### src/rtl/mod_pkg.sv
// Shared types and constants for the modulo-request arbiter.
package mod_pkg;

  localparam int unsigned DEFAULT_WIDTH = 32;
  localparam int unsigned NREQ_MIN      = 2;
  localparam int unsigned NREQ_MAX      = 8;

  typedef enum logic [1:0] {
    ST_IDLE   = 2'd0,
    ST_LAUNCH = 2'd1,
    ST_WAIT   = 2'd2,
    ST_RESP   = 2'd3
  } arb_state_e;

endpackage

### src/rtl/rr_select.sv
// Round-robin selector: first requester after index 'last', wrapping around.
module rr_select
  import mod_pkg::*;
#(
  parameter int unsigned NREQ = 4,
  parameter int unsigned IW   = $clog2(NREQ)
) (
  input  logic [NREQ-1:0] req,
  input  logic [IW-1:0]   last,
  output logic [NREQ-1:0] grant,
  output logic [IW-1:0]   idx
);

  // Scan last+1 .. last+NREQ so the previous winner is checked last.
  always_comb begin
    logic        found;
    int unsigned k;
    grant = '0;
    idx   = '0;
    found = 1'b0;
    k     = 0;
    for (int unsigned i = 1; i <= NREQ; i++) begin
      k = (32'(last) + i) % NREQ;
      if (!found && req[IW'(k)]) begin
        found          = 1'b1;
        grant[IW'(k)]  = 1'b1;
        idx            = IW'(k);
      end
    end
  end

endmodule

### src/rtl/mod_arbiter.sv
// Round-robin arbiter that serves one A mod B request at a time through an
// external modulo unit, with divide-by-zero and timeout handling.
module mod_arbiter
  import mod_pkg::*;
#(
  parameter int unsigned WIDTH   = DEFAULT_WIDTH,
  parameter int unsigned NREQ    = 4,
  parameter int unsigned TIMEOUT = WIDTH + 8
) (
  input  logic                       clock,
  input  logic                       reset,
  input  logic [NREQ-1:0]            req,
  input  logic [NREQ-1:0][WIDTH-1:0] a_in,
  input  logic [NREQ-1:0][WIDTH-1:0] b_in,
  output logic [NREQ-1:0]            gnt,
  output logic [NREQ-1:0]            done,
  output logic [WIDTH-1:0]           result,
  output logic                       err,
  output logic                       busy,
  output logic                       mod_ena,
  output logic [WIDTH-1:0]           mod_a,
  output logic [WIDTH-1:0]           mod_b,
  output logic                       mod_rst,
  input  logic [WIDTH-1:0]           mod_result,
  input  logic                       mod_write
);

  localparam int unsigned IW = $clog2(NREQ);
  localparam int unsigned TW = $clog2(TIMEOUT + 1);

  if (NREQ < NREQ_MIN || NREQ > NREQ_MAX) begin : g_bad_nreq
    $error("mod_arbiter: NREQ outside supported range");
  end

  arb_state_e       r_state;
  logic [IW-1:0]    r_last;
  logic [IW-1:0]    r_idx;
  logic [NREQ-1:0]  r_gnt;
  logic [NREQ-1:0]  r_done;
  logic [WIDTH-1:0] r_result;
  logic             r_err;
  logic             r_busy;
  logic             r_mod_ena;
  logic             r_mod_rst;
  logic [WIDTH-1:0] r_a;
  logic [WIDTH-1:0] r_b;
  logic [TW-1:0]    r_timer;

  logic [NREQ-1:0]  w_grant;
  logic [IW-1:0]    w_idx;

  rr_select #(
    .NREQ (NREQ),
    .IW   (IW)
  ) u_rr_select (
    .req   (req),
    .last  (r_last),
    .grant (w_grant),
    .idx   (w_idx)
  );

  // Request FSM; done, mod_ena and mod_rst are single-cycle pulses.
  always_ff @(posedge clock or negedge reset) begin
    if (!reset) begin
      r_state   <= ST_IDLE;
      r_last    <= IW'(NREQ - 1);
      r_idx     <= '0;
      r_gnt     <= '0;
      r_done    <= '0;
      r_result  <= '0;
      r_err     <= 1'b0;
      r_busy    <= 1'b0;
      r_mod_ena <= 1'b0;
      r_mod_rst <= 1'b0;
      r_a       <= '0;
      r_b       <= '0;
      r_timer   <= '0;
    end else begin
      r_done    <= '0;
      r_mod_ena <= 1'b0;
      r_mod_rst <= 1'b0;
      case (r_state)
        ST_IDLE: begin
          if (|req) begin
            r_idx  <= w_idx;
            r_gnt  <= w_grant;
            r_a    <= a_in[w_idx];
            r_b    <= b_in[w_idx];
            r_busy <= 1'b1;
            if (b_in[w_idx] == '0) begin
              // Zero modulus never reaches the modulo unit.
              r_result <= '0;
              r_err    <= 1'b1;
              r_done   <= w_grant;
              r_state  <= ST_RESP;
            end else begin
              r_mod_ena <= 1'b1;
              r_state   <= ST_LAUNCH;
            end
          end
        end
        ST_LAUNCH: begin
          r_timer <= '0;
          r_state <= ST_WAIT;
        end
        ST_WAIT: begin
          if (mod_write) begin
            r_result <= mod_result;
            r_err    <= 1'b0;
            r_done   <= r_gnt;
            r_state  <= ST_RESP;
          end else if (r_timer == TW'(TIMEOUT - 1)) begin
            r_mod_rst <= 1'b1;
            r_result  <= '0;
            r_err     <= 1'b1;
            r_done    <= r_gnt;
            r_state   <= ST_RESP;
          end else begin
            r_timer <= r_timer + TW'(1);
          end
        end
        ST_RESP: begin
          r_last  <= r_idx;
          r_gnt   <= '0;
          r_busy  <= 1'b0;
          r_a     <= '0;
          r_b     <= '0;
          r_state <= ST_IDLE;
        end
        default: r_state <= ST_IDLE;
      endcase
    end
  end

  assign gnt     = r_gnt;
  assign done    = r_done;
  assign result  = r_result;
  assign err     = r_err;
  assign busy    = r_busy;
  assign mod_ena = r_mod_ena;
  assign mod_a   = r_a;
  assign mod_b   = r_b;
  // Reset also clears the modulo unit on its next clock edge.
  assign mod_rst = ~reset | r_mod_rst;

endmodule

### config.mk
export PLATFORM = sky130hd
export DESIGN_NAME = mod_arbiter
export DESIGN_NICKNAME = d
export VERILOG_FILES = /design/src/rtl/mod_pkg.sv /design/src/rtl/rr_select.sv /design/src/rtl/mod_arbiter.sv
export SDC_FILE = /design/constraint.sdc
export NUM_CORES = 1
export LEC_CHECK = 0
export CAP_MARGIN = 0
export CORE_AREA = 5 5 153 155
export CTS_BUF_LIST = sky130_fd_sc_hd__clkbuf_8
export DETAILED_ROUTE_END_ITERATION = 8
export DIE_AREA = 0 0 158 160
export PLACE_DENSITY = 0.8
export SETUP_SLACK_MARGIN = 0.5
export SLEW_MARGIN = 20
export SYNTH_ARGS = -nofsm -noshare
export SYNTH_HDL_FRONTEND = slang
export SYNTH_SLANG_ARGS = --single-unit
### constraint.sdc
create_clock -name clock -period 11.56 [get_ports clock]
set_input_delay 2.312 -clock clock [delete_from_list [all_inputs] [get_ports clock]]
set_output_delay 2.312 -clock clock [all_outputs]
set_load 0.01 [all_outputs]
==> results.yml <==
# yosys + openroad results
timing:
  worst_pin_slew_ps: 1080
  slew_violations: 0
  setup_violations: 0
  worst_slack_ps: 4590
  min_period_over_period: 0.603
  setup_tns_ps: 0
  rsz0062_at_grt: "no"
  holdWs_ps: 487
  fmaxAchievable_mhz: 144
synthesis:
  mux_share: 0.271
  ys_seq_share: 0.396
  adder_share: 0.0198
  top_cell: "dfrtp_1"
  synthArstFlopShare: 1.00
  enable_flop_cells: 0
  ys_cells: 621
  topCombFamilyByArea: "multiplexers"
  xor_area_frac: 0.00462
  top_cell_area_share: 0.389
  aoi_share: 0.148
  simple_gate_area_frac: 0.120
  yosys_area_um2: 7590
  ys_types: 64
  yosys_warnings: 0
  ff_type: "dfrtp_1"
  top_cells_by_area: "dfrtp_1 (39%), mux4_2 (18%), a22o_1 (6.9%)"
  yosys.area.top_type: "dfrtp_1"
  netlist_top_cells_count: "dfrtp_1 (118), mux4_2 (62), a22o_1 (60)"
  ys.flops: 120
worst_hold_path:
  min_from: "mod_b[14]"
  worstHoldPathCells: 2
  hp-class: "flop to flop"
power:
  p_leak_nw: 5.12
  total_power_w: 0.00330
  p_sw_frac: 0.400
  intPower_w: 0.00198
  pwr-share-seq: 0.219
  pwr-share-comb: 0.651
  p_per_area_nw_per_um2: 270
  switchingPower_w: 0.00132
  irDropWorstVdd_mv: 0.244
detailed_routing:
  drtAntennaViolNets: 0
  viasPerCell: 5.58
  drcViolationCount: 0
  drt-initial-drc-count: 508
clock_network:
  cts_setup_buffers: 0
  ctsRootBufferMaster: "clkbuf_8"
  cts_tree: "yes"
  path_clk_slew_ps: 80
  postCtsHoldBufs: 0
  clk_path_buf_depth: 2
  cts_resized: 0
floorplanning:
  die_x_um: 158
  dieArea_um2: 25300
  ioPinCount: 403
  fp.dieH_um: 160
  coreArea_um2: 21700
  fp-utilization: 0.350
setup_path:
  reg2reg_to: "result[25]"
  worstSetupStartpointType: "input pin"
  r2r_start: "r_last[0]"
  required_ps: 11880
  worstPathMaxFanout: 36
  worst-setup-path-type: "input pin to flop"
  cp-end-kind: "flop"
  ff2ff_setup_slack_ps: 5020
  crit_arrival_ps: 7290
cells_and_area:
  layout-drive-gt1-share: 0.159
  instances_no_fill: 1291
  lay_top_count: "clkdlybuf4s50_1"
  fin_nets: 1305
  utilization: 0.564
  num_antenna_cells: 0
  lay_top_cells: "clkdlybuf4s50_1 (401), dfrtp_1 (118), mux4_2 (62)"
  design_area_um2: 12200
  fill_cells: 1790
status:
  outcome: "complete, no violations"
place:
  postPlaceCellArea_um2: 11800
  dp_hpwl_um: 23400
  io_buffers: 402
  dp.cells: 1259
  gp_congestion: 0.910
  post-place-ws_ps: 4140
grt:
  grt_pass1_vias: 7470
  grt_overflow: 0
  grt_pass1_wl_um: 43800
run:
  warning_count: 35
## cell families after synthesis
group | count (synthesis)
fa+ha+maj | 12
buf+inv | 62
simple gates | 171
mux | 112
flops | 120
xor+xnor | 4
compound gates | 140
## critical path, stage by stage
cell	delay, ps
clkdlybuf4s50_1	580
mux4_2	660
nor2b_1	610
o22ai_2	190
a22oi_4	160
buf_4	530
mux4_2	590
and2b_1	180
o211ai_2	120
a21o_2	890
mux2_2	410
## per-layer routing
layer	vias to the layer above	track usage	share of wire
met5	-	0	0
met4	0	0.0651	0.023
met3	41	0.0571	0.086
met2	357	0.376	0.49
met1	3592	0.289	0.40
li1	3212	-	-
## power groups by stage
stage	registers [W]	clock network (W)	logic, W
6_report	0.000723	0.000429	0.00215
5_1_grt	0.000745	0.000462	0.00231
3_5_place_dp	0.000726	0	0.00216
4_1_cts	0.000721	0.000441	0.00217
3_3_place_gp	0.000721	0	0.00214
2_1_floorplan	0.000758	0	0.00140
## sequential cells by signal, summed over array words and instances, names as in the netlist
signal,cells
mod_a,32
mod_b,32
result,32
r_timer,6
done,4
gnt,4
r_idx,2
r_last,2
r_state,2
busy,1
err,1
mod_ena,1
r_mod_rst,1
## layout make-up
cell class / instances / area, um^2 / area share
tap: 280 / 350 / 0.0286
inverter: 9 / 33.8 / 0.00276
timing repair buffer: 411 / 4090 / 0.334
clock inverter: 15 / 214 / 0.0175
multi-input combinational: 439 / 4320 / 0.353
clock buffer: 17 / 234 / 0.0191
sequential: 120 / 3010 / 0.245
==> images/met4.png <==
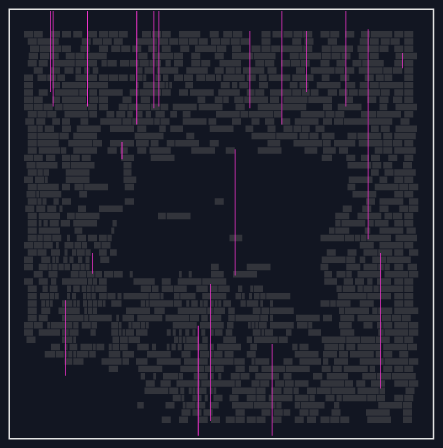
longest straight run: 78.2 um
nets with wire on the layer: 19
wire length on this layer: 691 um
main direction: vertical
Routed WL: 29700 um
via count: 7202

==> images/clock_map.png <==
Bar = 50 um.
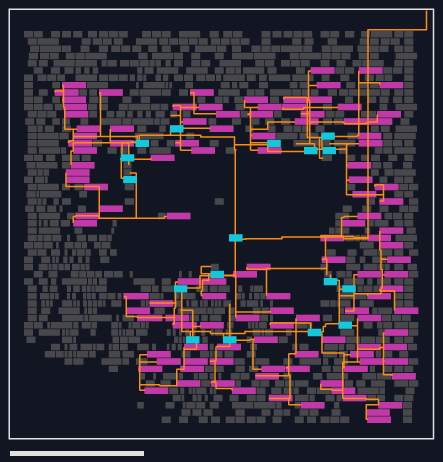
[cells driving clock nets] cyan | count: 17
[flip-flops] magenta | count: 120
[clock wires] orange | length: 1700 um
flops lie: all over the die
Latency at later pin: 430 ps
clock power share: 0.130
Clock group: 0.000429 W
Worst Skew: 16.0 ps

==> images/cell_classes.png <==
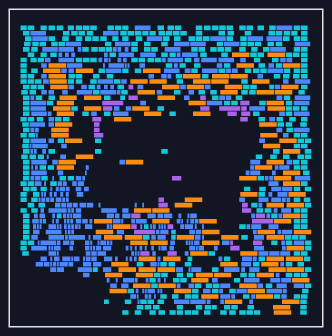
[all other logic] blue | cells: 448 | share of their area: 37%
[clock drivers and dummy loads] purple | cells: 32 | share of their area: 3.8%
[other buffers and delay cells] cyan | cells: 411 | share of their area: 34%
[flip-flops] orange | cells: 120 | share of their area: 25%

==> images/final_clocks.png <==
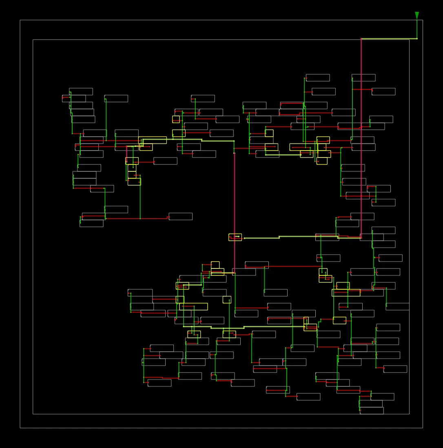
total CTS buffers: 17
Clock Sinks: 120
num sequential: 120
Clock Buffer Count: 17

==> images/wire_density.png <==
The die is cut into 32 by 32 equal tiles; dark blue is low, red is high, scaled to the fullest tile. Values are wire area over tile area, all layers added.
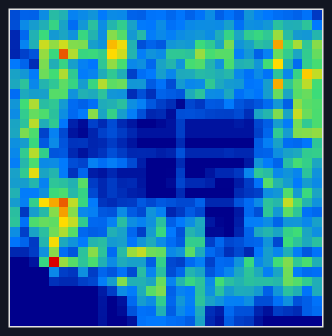
fullest tile: 0.69
nearly empty tiles: 10%
mean over tiles: 0.19
tiles over half the peak: 12%
emptiest ninth of the die: center
global-route usage over all layers: 0.225
wire length per cell: 23.0 um

No activity file was given, so power comes from the tool's default toggle rates.
